sizing.png
Bar = 20 microns.
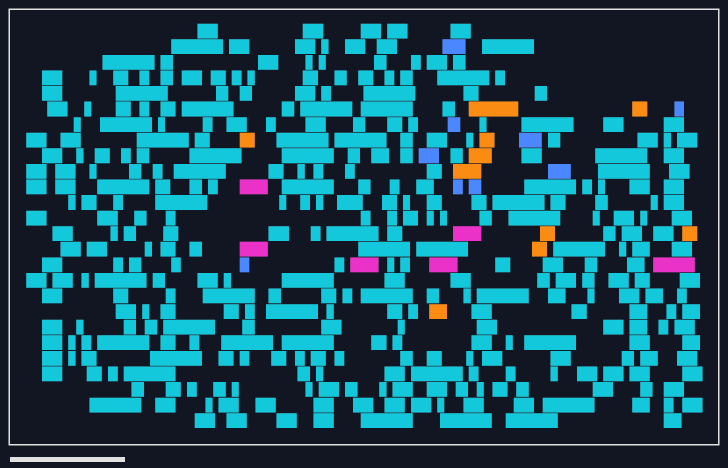
clock_nets.png
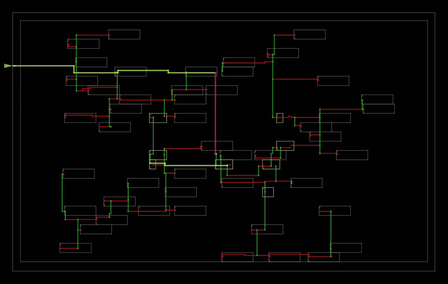
<file path="src/rtl/md_sched.sv">
// Mult/div issue scheduler: launches one multdiv op at a time, tracks its
// destination for RAW stalls, and arbitrates writeback behind the MW stage.
module md_sched (
  input  logic        clock,
  input  logic        reset,
  input  logic        iss_valid,
  input  logic        iss_div,
  input  logic [4:0]  iss_rd,
  output logic        iss_ready,
  input  logic        flush,
  input  logic [4:0]  rs_a,
  input  logic [4:0]  rs_b,
  output logic        hazard,
  output logic        md_ctrl_mult,
  output logic        md_ctrl_div,
  input  logic        md_rdy,
  input  logic        md_err,
  input  logic [31:0] md_res,
  input  logic        pipe_we,
  output logic        wb_we,
  output logic [4:0]  wb_reg,
  output logic [31:0] wb_data,
  output logic        busy
);

  typedef enum logic [1:0] {IDLE, START, BUSY, DONE} state_t;

  localparam logic [5:0]  TIMEOUT  = 6'd39;
  localparam logic [4:0]  ERR_REG  = 5'd30;
  localparam logic [31:0] ERR_MULT = 32'd4;
  localparam logic [31:0] ERR_DIV  = 32'd5;

  state_t      state;
  logic        div_q;
  logic [4:0]  tgt_q;
  logic [31:0] buf_q;
  logic [5:0]  cnt_q;

  always_ff @(posedge clock or negedge reset) begin
    if (!reset) begin
      state        <= IDLE;
      div_q        <= 1'b0;
      tgt_q        <= '0;
      buf_q        <= '0;
      cnt_q        <= '0;
      md_ctrl_mult <= 1'b0;
      md_ctrl_div  <= 1'b0;
    end else begin
      md_ctrl_mult <= 1'b0;
      md_ctrl_div  <= 1'b0;
      case (state)
        IDLE: begin
          // Start pulse is registered here so it is high exactly during START.
          if (iss_valid) begin
            div_q        <= iss_div;
            tgt_q        <= iss_rd;
            md_ctrl_mult <= ~iss_div;
            md_ctrl_div  <= iss_div;
            state        <= START;
          end
        end
        START: begin
          cnt_q <= '0;
          state <= flush ? IDLE : BUSY;
        end
        BUSY: begin
          if (flush) begin
            state <= IDLE;
          end else if (md_rdy && !md_err) begin
            buf_q <= md_res;
            state <= (tgt_q == '0) ? IDLE : DONE;
          end else if (md_rdy || cnt_q == TIMEOUT) begin
            // Error or watchdog expiry reports a status code into r30.
            buf_q <= div_q ? ERR_DIV : ERR_MULT;
            tgt_q <= ERR_REG;
            state <= DONE;
          end else begin
            cnt_q <= cnt_q + 6'd1;
          end
        end
        DONE: begin
          if (!pipe_we) state <= IDLE;
        end
        default: state <= IDLE;
      endcase
    end
  end

  always_comb begin
    iss_ready = (state == IDLE);
    busy      = (state != IDLE);
    hazard    = busy && (tgt_q != '0) && ((rs_a == tgt_q) || (rs_b == tgt_q));
    wb_we     = (state == DONE) && !pipe_we;
    wb_reg    = (state == DONE) ? tgt_q : '0;
    wb_data   = (state == DONE) ? buf_q : '0;
  end

endmodule

</file>
<file path="config.mk">
export PLATFORM = sky130hd
export DESIGN_NAME = md_sched
export DESIGN_NICKNAME = d
export VERILOG_FILES = /design/src/rtl/md_sched.sv
export SDC_FILE = /design/constraint.sdc
export NUM_CORES = 1
export LEC_CHECK = 0
export CELL_PAD_IN_SITES_DETAIL_PLACEMENT = 1
export CELL_PAD_IN_SITES_GLOBAL_PLACEMENT = 1
export CORE_ASPECT_RATIO = 0.6
export CORE_MARGIN = 2
export CORE_UTILIZATION = 30
export CTS_BUF_LIST = sky130_fd_sc_hd__clkbuf_8
export DETAILED_ROUTE_END_ITERATION = 16
export GPL_ROUTABILITY_DRIVEN = 0
export MAX_ROUTING_LAYER = met4
export PLACE_DENSITY = 0.72
export SETUP_SLACK_MARGIN = 0.02
export SLEW_MARGIN = 5
export SYNTH_ARGS = -nofsm -noshare
export SYNTH_HDL_FRONTEND = slang
export SYNTH_SLANG_ARGS = --single-unit
</file>
<file path="constraint.sdc">
create_clock -name clock -period 6.11 [get_ports clock]
set_clock_uncertainty 0.2 [all_clocks]
set_input_delay 1.833 -clock clock [delete_from_list [all_inputs] [get_ports clock]]
set_output_delay 1.833 -clock clock [all_outputs]
set_load 0.1 [all_outputs]
</file>
==> impl_metrics.py <==
# Physical implementation metrics
metrics = {
    "run_status": {
        "status": "completed",
    },
    "global_routing": {
        "grt-busiest-layer": "met2",
        "antenna_found_initial": 0,
        "globalRouteMet2Util": 0.285,
        "grt_max_degree": 64,
    },
    "pwr": {
        "p_clk_frac": 0.133,
        "p_int_uw": 738,
        "clock_power_uw": 190,
    },
    "cells_and_area": {
        "final_area_sq_mm": 0.00370,
        "postLayoutCoreUtil": 0.440,
        "largest_reg_flops": 32,
    },
    "hold_path": {
        "hold_path_class": "reg -> reg",
        "hold_depth": 1,
    },
    "worst_setup_path": {
        "cp_slowest_cell": "clkdlybuf4s50_1",
        "required_ns": 4.08,
        "cp_cell_sequence": "clkdlybuf4s50_1 > xor2_1 > nor3_1 > nand3_1 > a211oi_1 > buf_12",
        "cp.depth": 6,
        "worstSetupPathType": "in -> out",
    },
    "synthesis": {
        "synth.most_common_cell": "dfrtp_1",
        "edf_count": 0,
        "synth-seq-area-share": 0.466,
        "yosysTopAreaCellShare": 0.466,
        "ys_top_logic_family": "simple AND/OR/NAND/NOR gates",
    },
    "final_timing": {
        "post-route-min-period_ns": 5.41,
        "drv_slew": 0,
        "finalHoldViolations": 0,
    },
    "job": {
        "cap_violations": 0,
    },
    "floorplanning": {
        "ios": 98,
        "fp-utilization": 0.306,
    },
    "cts": {
        "cts_root_buffer": "clkbuf_8",
    },
    "placed_design": {
        "dpl_cell_area_sq_mm": 0.00362,
    },
}
Back to the opening pictures, sizing.png:
legend:
  orange:
    size: x3 and x4
    cells: 10
    share: 2.7%
    most_used: buf_4
  blue:
    size: x2
    cells: 9
    share: 2.5%
    most_used: mux2_2
  magenta:
    size: x6 and larger
    cells: 6
    share: 1.6%
    most_used: clkbuf_8
  cyan:
    size: x1 and smaller
    cells: 339
    share: 93%
    most_used: clkdlybuf4s50_1

Back to the opening pictures, clock_nets.png:
clock buffer count from CTS: 5
clock buf count: 5

[cell usage in the layout, fill, tap and decap left out, types with 6 or more instances in the layout]
master	netlist	layout
o21ai_0	33	33
nand3_1	9	9
and3_1	40	40
nor2_1	7	6
nand2_1	37	37
buf_4	0	6
o31ai_1	31	31
clkdlybuf4s50_1	0	94
dfrtp_1	48	48
xor2_1	6	6
[final cells by class]
type / instances / area [sq um] / area share
inverters: 5 / 18.8 / 0.00507
repair buffers: 102 / 1010 / 0.273
multi-input cells: 201 / 1250 / 0.336
flip-flops and latches: 48 / 1200 / 0.324
clock inverters: 3 / 18.8 / 0.00507
clock buffers: 5 / 68.8 / 0.0186
well taps: 112 / 140 / 0.0378
No activity file was given, so power comes from the tool's default toggle rates.
